[config.mk]
export PLATFORM = sky130hd
export DESIGN_NAME = wb_upsizer
export DESIGN_NICKNAME = d
export VERILOG_FILES = /design/src/rtl/wb_upsizer.sv
export SDC_FILE = /design/constraint.sdc
export NUM_CORES = 1
export LEC_CHECK = 0
export CORE_ASPECT_RATIO = 0.75
export CORE_MARGIN = 2
export CORE_UTILIZATION = 48
export DETAILED_ROUTE_END_ITERATION = 16
export DONT_BUFFER_PORTS = 1
export REMOVE_ABC_BUFFERS = 1
export SYNTH_ARGS = -nofsm -noshare
export SYNTH_HDL_FRONTEND = slang
export SYNTH_SLANG_ARGS = --single-unit
[constraint.sdc]
create_clock -name i_clk -period 21.9 [get_ports i_clk]
set_input_delay 2.19 -clock i_clk [delete_from_list [all_inputs] [get_ports i_clk]]
set_output_delay 2.19 -clock i_clk [all_outputs]
set_load 0.02 [all_outputs]
[src/rtl/wb_upsizer.sv]
// Pipelined Wishbone bus-width upsizer: narrow slave port in, wide master port out.
// Each narrow beat becomes one wide beat on the lane chosen by the low address bits (lane 0 = MSBs).
module wb_upsizer #(
    parameter int DWIN = 32,
    parameter int DWOUT = 128,
    parameter int AW = 30,
    parameter int LGFIFO = 4,
    localparam int LGR = $clog2(DWOUT / DWIN)
) (
    input  logic                  i_clk,
    input  logic                  i_reset,
    input  logic                  i_s_cyc,
    input  logic                  i_s_stb,
    input  logic                  i_s_we,
    input  logic [AW-1:0]         i_s_addr,
    input  logic [DWIN-1:0]       i_s_data,
    input  logic [DWIN/8-1:0]     i_s_sel,
    output logic                  o_s_stall,
    output logic                  o_s_ack,
    output logic                  o_s_err,
    output logic [DWIN-1:0]       o_s_data,
    output logic                  o_m_cyc,
    output logic                  o_m_stb,
    output logic                  o_m_we,
    output logic [AW-LGR-1:0]     o_m_addr,
    output logic [DWOUT-1:0]      o_m_data,
    output logic [DWOUT/8-1:0]    o_m_sel,
    input  logic                  i_m_stall,
    input  logic                  i_m_ack,
    input  logic                  i_m_err,
    input  logic [DWOUT-1:0]      i_m_data
);
    localparam int LW = (LGR > 0) ? LGR : 1;
    localparam int LGDW = $clog2(DWIN);
    localparam int SW = LW + LGDW;
    localparam int SELW = DWOUT / 8;
    localparam int DEPTH = 1 << LGFIFO;
    localparam logic [LGFIFO:0] FULL_CNT = {1'b1, {LGFIFO{1'b0}}};

    logic                  r_m_cyc, r_m_stb, r_m_we;
    logic [AW-LGR-1:0]     r_m_addr;
    logic [DWOUT-1:0]      r_m_data;
    logic [SELW-1:0]       r_m_sel;

    logic                  r_skid_valid, r_skid_we;
    logic [AW-LGR-1:0]     r_skid_addr;
    logic [DWOUT-1:0]      r_skid_data;
    logic [SELW-1:0]       r_skid_sel;

    logic [LGFIFO:0]       r_out, r_wr_ptr, r_rd_ptr;
    logic [LW-1:0]         r_fifo [DEPTH];
    logic                  r_abort;
    logic                  r_s_ack, r_s_err;
    logic [DWIN-1:0]       r_s_data;

    logic [LW-1:0]         w_lane, w_rlane, w_head_rlane;
    logic [SW-1:0]         w_dshift, w_sshift, w_rshift;
    logic [DWOUT-1:0]      w_new_data, w_rd_lane;
    logic [SELW-1:0]       w_new_sel;
    logic [AW-LGR-1:0]     w_new_addr;
    logic                  w_stall, w_accept, w_err, w_flush, w_ack, w_m_hold, w_fifo_ne;

    // Lane 0 sits in the MSBs, so the shift distance uses the inverted lane index.
    if (LGR > 0) begin : g_lanes
        assign w_lane       = i_s_addr[LW-1:0];
        assign w_rlane      = ~w_lane;
        assign w_head_rlane = ~r_fifo[r_rd_ptr[LGFIFO-1:0]];
    end else begin : g_pass
        assign w_lane       = '0;
        assign w_rlane      = '0;
        assign w_head_rlane = '0;
    end

    assign w_dshift   = SW'(w_rlane) << LGDW;
    assign w_sshift   = SW'(w_rlane) << (LGDW - 3);
    assign w_rshift   = SW'(w_head_rlane) << LGDW;
    assign w_new_data = DWOUT'(i_s_data) << w_dshift;
    assign w_new_sel  = SELW'(i_s_sel) << w_sshift;
    assign w_new_addr = i_s_addr[AW-1:LGR];
    assign w_rd_lane  = i_m_data >> w_rshift;

    assign w_stall   = r_skid_valid | (r_out == FULL_CNT) | r_abort;
    assign w_accept  = i_s_cyc & i_s_stb & ~w_stall;
    assign w_err     = i_m_err & r_m_cyc;
    assign w_flush   = w_err | ~i_s_cyc;
    assign w_fifo_ne = (r_wr_ptr != r_rd_ptr);
    assign w_ack     = i_m_ack & r_m_cyc & ~r_abort & ~w_flush & w_fifo_ne;
    assign w_m_hold  = r_m_stb & i_m_stall;

    always_ff @(posedge i_clk or posedge i_reset) begin
        if (i_reset) begin
            r_m_stb      <= 1'b0;
            r_m_we       <= 1'b0;
            r_m_addr     <= '0;
            r_m_data     <= '0;
            r_m_sel      <= '0;
            r_skid_valid <= 1'b0;
            r_skid_we    <= 1'b0;
            r_skid_addr  <= '0;
            r_skid_data  <= '0;
            r_skid_sel   <= '0;
        end else if (w_flush) begin
            r_m_stb      <= 1'b0;
            r_skid_valid <= 1'b0;
        end else if (!w_m_hold) begin
            if (r_skid_valid) begin
                r_m_stb      <= 1'b1;
                r_m_we       <= r_skid_we;
                r_m_addr     <= r_skid_addr;
                r_m_data     <= r_skid_data;
                r_m_sel      <= r_skid_sel;
                r_skid_valid <= 1'b0;
            end else begin
                r_m_stb <= w_accept;
                if (w_accept) begin
                    r_m_we   <= i_s_we;
                    r_m_addr <= w_new_addr;
                    r_m_data <= w_new_data;
                    r_m_sel  <= w_new_sel;
                end
            end
        end else if (w_accept) begin
            r_skid_valid <= 1'b1;
            r_skid_we    <= i_s_we;
            r_skid_addr  <= w_new_addr;
            r_skid_data  <= w_new_data;
            r_skid_sel   <= w_new_sel;
        end
    end

    always_ff @(posedge i_clk or posedge i_reset) begin
        if (i_reset) begin
            r_m_cyc  <= 1'b0;
            r_abort  <= 1'b0;
            r_out    <= '0;
            r_wr_ptr <= '0;
            r_rd_ptr <= '0;
            r_s_ack  <= 1'b0;
            r_s_err  <= 1'b0;
            r_s_data <= '0;
        end else begin
            r_m_cyc <= i_s_cyc & ~w_err & ~r_abort;
            r_s_ack <= w_ack;
            r_s_err <= w_err & i_s_cyc;
            if (w_ack)
                r_s_data <= w_rd_lane[DWIN-1:0];
            if (!i_s_cyc)
                r_abort <= 1'b0;
            else if (w_err)
                r_abort <= 1'b1;
            if (w_flush) begin
                r_out    <= '0;
                r_wr_ptr <= '0;
                r_rd_ptr <= '0;
            end else begin
                // Outstanding counts until the slave sees its ack, so it lags the FIFO pop by one clock.
                case ({w_accept, r_s_ack})
                    2'b10:   r_out <= r_out + 1'b1;
                    2'b01:   r_out <= r_out - 1'b1;
                    default: r_out <= r_out;
                endcase
                if (w_accept)
                    r_wr_ptr <= r_wr_ptr + 1'b1;
                if (w_ack)
                    r_rd_ptr <= r_rd_ptr + 1'b1;
            end
        end
    end

    always_ff @(posedge i_clk) begin
        if (w_accept && !w_flush)
            r_fifo[r_wr_ptr[LGFIFO-1:0]] <= w_lane;
    end

    assign o_s_stall = w_stall;
    assign o_s_ack   = r_s_ack & i_s_cyc;
    assign o_s_err   = r_s_err & i_s_cyc;
    assign o_s_data  = r_s_data;
    assign o_m_cyc   = r_m_cyc;
    assign o_m_stb   = r_m_stb;
    assign o_m_we    = r_m_we;
    assign o_m_addr  = r_m_addr;
    assign o_m_data  = r_m_data;
    assign o_m_sel   = r_m_sel;

endmodule
Fig. 1: met1 routing
Bar = 50 um. Supply wires on this layer in grey.
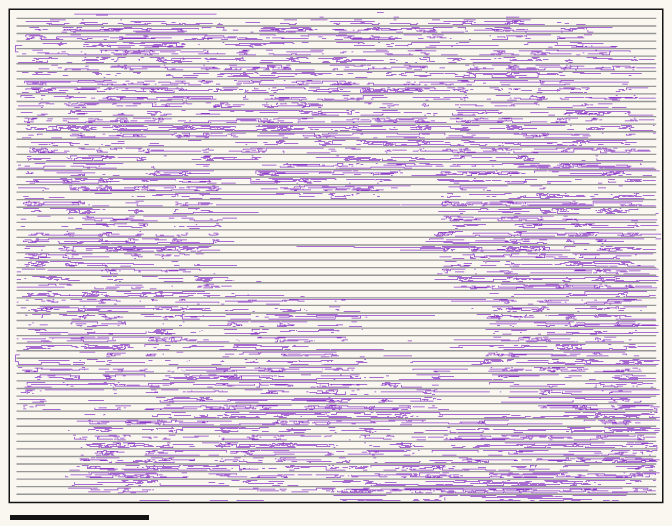
2020 nets have wire on it. The layer holds 46% of the routed length.

Fig. 2: M2 wires
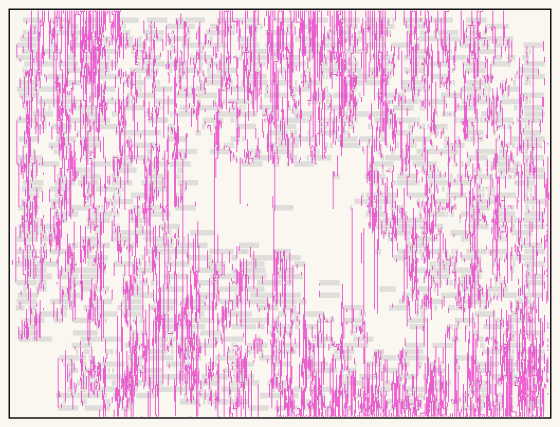
The layer holds 44% of the routed length. The layer carries 21.3 mm of wire. 1653 nets have wire on it. The longest straight run is 90.6 um.
met2 Track Usage GR: 0.342
Final Routed Wirelength: 48000 um
total number of vias: 13800

Fig. 3: signal wires on met3
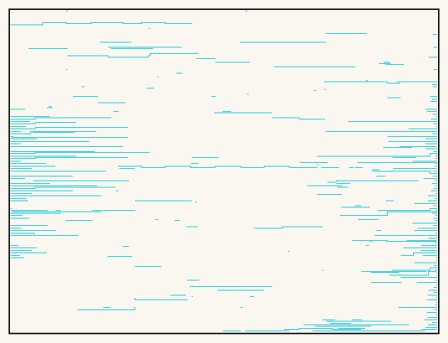
The layer carries 4030 um of wire. The wires run mostly horizontal. The layer holds 8.4% of the routed length. 197 nets have wire on it. The longest straight run is 63.3 um.
met3 demand-to-capacity share in global routing: 0.0799

Fig. 4: metal 4
Bar = 50 um. Supply wires on this layer in grey.
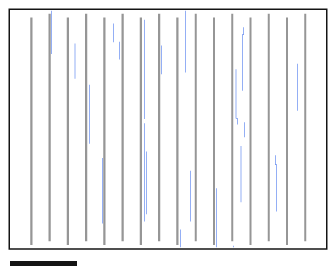
The layer holds 1.6% of the routed length. 14 nets have wire on it. The layer carries 749 um of wire.

==> flow_metrics.rpt <==
RUN METRICS
----------------------------------------------------
[Job]
  Count of maximum capacitance violations ........................ 0
  Number of warnings in the stage logs ........................ 36

[Clock tree]
  Clock transition time at the flip-flop clock pins of the worst setup and hold paths ........................ 0.06 ns
  Clk latency late pin ........................ 0.54 ns
  CTS HTree Levels ........................ 2
  Clock root buffer master ........................ sky130_fd_sc_hd__clkbuf_16
  Quantity of hold-fixing buffers added after cts ........................ 0
  # resized after CTS ........................ 0
  Clock buffer depth ........................ 3
  Clk sink count ........................ 431
  Clock tree from TritonCTS ........................ yes
  Number of buffers created by CTS ........................ 44
  Postcts setup bufs ........................ 0

[Critical path]
  Critical Path RT ........................ 19.71 ns
  Data arrival, critical path ........................ 2.42 ns
  Sort of element at the end of the critical path ........................ output port
  Family of cells with the greatest summed delay on the critical path ........................ simple AND/OR/NAND/NOR gates
  Largest stage delay, worst path ........................ 0.23 ns
  Critical path buffer and inverter count ........................ 0
  CP Launch Type ........................ input pin
  Cell type of the slowest stage on the worst timing path ........................ sky130_fd_sc_hd__and2_1
  Critical path, cell by cell ........................ and2_1
  Top fanout value on the critical path ........................ 8
  WS Path Type ........................ in -> out

[Timing]
  Unrepaired setup endpoints after global routing ........................ no
  Hold violation total from the final report ........................ 0
  Max transition margin ........................ 0.293
  Transition time at the pin with the least slew margin ........................ 1.06 ns
  Setup WS post-layout ........................ 17.29 ns
  Setup Skew ........................ 0.0103 ns
  Min Clock Period, post-route ........................ 4.61 ns
  Final cycle utilization of the critical path ........................ 0.210
  Achievable Freq ........................ 0.217 GHz
  Setup TNS Final ........................ 0 ns
  Worst hold margin ........................ 0.479 ns
  Final setup viols ........................ 0
  Total count of max-transition violations in the final report ........................ 0

[Yosys]
  Avg Synthesized Cell Area ........................ 9.47 um^2
  Synthesized chip area reported by yosys ........................ 19200 um^2
  Number of storage elements in the synthesis netlist ........................ 431
  Proportion of synthesized chip area in sequential cells ........................ 0.571
  Count of instantiated cells in the yosys netlist ........................ 2025
  Share of Yosys cell area claimed by the top area cell type ........................ 0.521
  Post-synthesis cell type with the largest combined area ........................ sky130_fd_sc_hd__dfrtp_1
  Top flip-flop cell by instance count after synthesis ........................ sky130_fd_sc_hd__dfrtp_1
  Commonest cells in the netlist ........................ sky130_fd_sc_hd__nand2_1 (478), sky130_fd_sc_hd__dfrtp_1 (399), sky130_fd_sc_hd__o21ai_0 (320)
  Most common cell in the netlist ........................ sky130_fd_sc_hd__nand2_1
  Main area contributors ........................ sky130_fd_sc_hd__dfrtp_1 (52%), sky130_fd_sc_hd__nand2_1 (9.4%), sky130_fd_sc_hd__o21ai_0 (8.4%)
  Flip-flops with a built-in enable ........................ 32
  Number of instances in the synthesized netlist ........................ 2025
  Distinct cell type count of the synthesized netlist ........................ 51
  Yosys warnings ........................ 0
  Synth Cell Area ........................ 19200 um^2
  Share of flip-flops with an asynchronous set or reset after synthesis ........................ 0.926

[Final layout]
  Count of non-filler cells in the finished layout ........................ 2488
  Number of nets in the finished design ........................ 2145
  Post-route core utilization ........................ 0.527
  Dominant logic cell type in the layout ........................ sky130_fd_sc_hd__nand2_1
  Fraction of final layout cells with drive strength greater than 1 ........................ 0.0798
  Diodes inserted ........................ 0
  Layout-stage area growth over the synthesis result ........................ 8.48%
  Most instantiated logic cells after routing ........................ sky130_fd_sc_hd__nand2_1 (478), sky130_fd_sc_hd__dfrtp_1 (398), sky130_fd_sc_hd__o21ai_0 (320), sky130_fd_sc_hd__nor2_1 (206), sky130_fd_sc_hd__a21oi_1 (153)
  Area of all placed cells without fillers ........................ 20800 um^2

[Detailed routing]
  Routed wl met2 ........................ 21300 um
  Wire length the detailed router placed on met1 ........................ 21900 um
  Uppermost signal routing layer after detailed routing ........................ met5
  Iteration count of the initial detailed-routing pass ........................ 6
  Avg Vias per Cell ........................ 5.54
  Amount of wire on met3 after detailed routing ........................ 4030 um
  Number of remaining DRC errors ........................ 0
  Drt first-iter violations ........................ 878
  Average routed wire per standard cell ........................ 19.3 um
  Final ANT Viol Nets ........................ 0

[Status]
  Outcome ........................ finished clean

[Global routing]
  Global-route wire length before repair ........................ 76000 um
  Antenna violations before repair ........................ 1
  Global routing's busiest layer ........................ met2
  Maximum number of pins on one net before global-route repair ........................ 207
  Congestion Overflow GR ........................ 0
  GR Util All Layers ........................ 0.228
  Vias in the first global route ........................ 13100
  Global-route met1 utilization ........................ 0.321

[Place]
  Post-placement worst setup slack ........................ 16.83 ns
  Dpl cells ........................ 2410
  Count of buffers inserted at the top-level ports ........................ 0
  Placer's final routability congestion estimate ........................ 0.867
  Final HPWL from detailed placement ........................ 30800 um
  Standard cell area after detailed placement ........................ 19300 um^2

[Die]
  Y dimension of the die ........................ 177 um
  Top Ports ........................ 412
  Core outline area ........................ 39500 um^2
  Die area ........................ 41600 um^2
  Horizontal extent of the die ........................ 235 um
  Pre-placement core utilization ........................ 0.486
  Row cnt ........................ 63

[Min path]
  Path category of the worst min-delay check ........................ reg -> reg

[Power and ir drop]
  Static leakage ........................ 9.20 nW
  Total design power ........................ 2.02 mW
  Ratio of total power to cell area ........................ 97.0 nW/um^2
  Worst VDD drop ........................ 0.0600 mV

----------------------------------------------------
## sequential cells by signal (all words and copies together), names as in the netlist, 5 cells and up
register     cells
r_wr_ptr         5
o_m_addr        28
o_m_data       128
r_fifo          32
o_s_data        32
r_out            5
r_skid_data    128
r_skid_sel      16
r_skid_addr     28
r_rd_ptr         5
o_m_sel         16
## final cells by class
cell class | count | area [um^2]
clock buffers | 70 | 1370
clock inverters | 8 | 115
fillers | 3547 | 18700
inverters | 7 | 33.8
multi-input cells | 1433 | 7520
flip-flops and latches | 431 | 10900
well taps | 520 | 651
repair buffers | 19 | 168
## kinds of logic after synthesis
family | Yosys count | share of synthesized area
AND-OR/OR-AND | 554 | 0.159
XOR/XNOR | 15 | 0.00685
adder cells (fa/ha/maj) | 7 | 0.00457
buffers and inverters | 161 | 0.0398
flip-flops | 431 | 0.571
multiplexers | 103 | 0.0605
AND/OR/NAND/NOR | 754 | 0.158
## power by group
group / internal (mW) / total [mW] / switching (mW)
registers: 0.909 / 1.09 / 0.178
clock network: 0.461 / 0.768 / 0.307
logic: 0.0654 / 0.163 / 0.0976
## worst paths after layout
| path | from | end | slack (ns) | cells after the start |
|---|---|---|---|---|
| max in group asynchronous | i_reset | r_skid_addr[16]$_DFFE_PP0P_ | 17.97 | 3 |
| max reg2reg | r_skid_valid$_DFFE_PP0P_ | r_skid_addr[15]$_DFFE_PP0P_ | 18.02 | 7 |
| min in group asynchronous | i_reset | o_s_data[22]$_DFFE_PP0P_ | 1.62 | 1 |
| max | i_s_cyc | o_s_ack | 17.29 | 1 |
| min reg2reg | r_skid_data[4]$_DFFE_PP0P_ | r_skid_data[4]$_DFFE_PP0P_ | 0.48 | 2 |
| min | r_skid_data[4]$_DFFE_PP0P_ | r_skid_data[4]$_DFFE_PP0P_ | 0.48 | 2 |
Power is estimated from default activity; no workload was simulated.
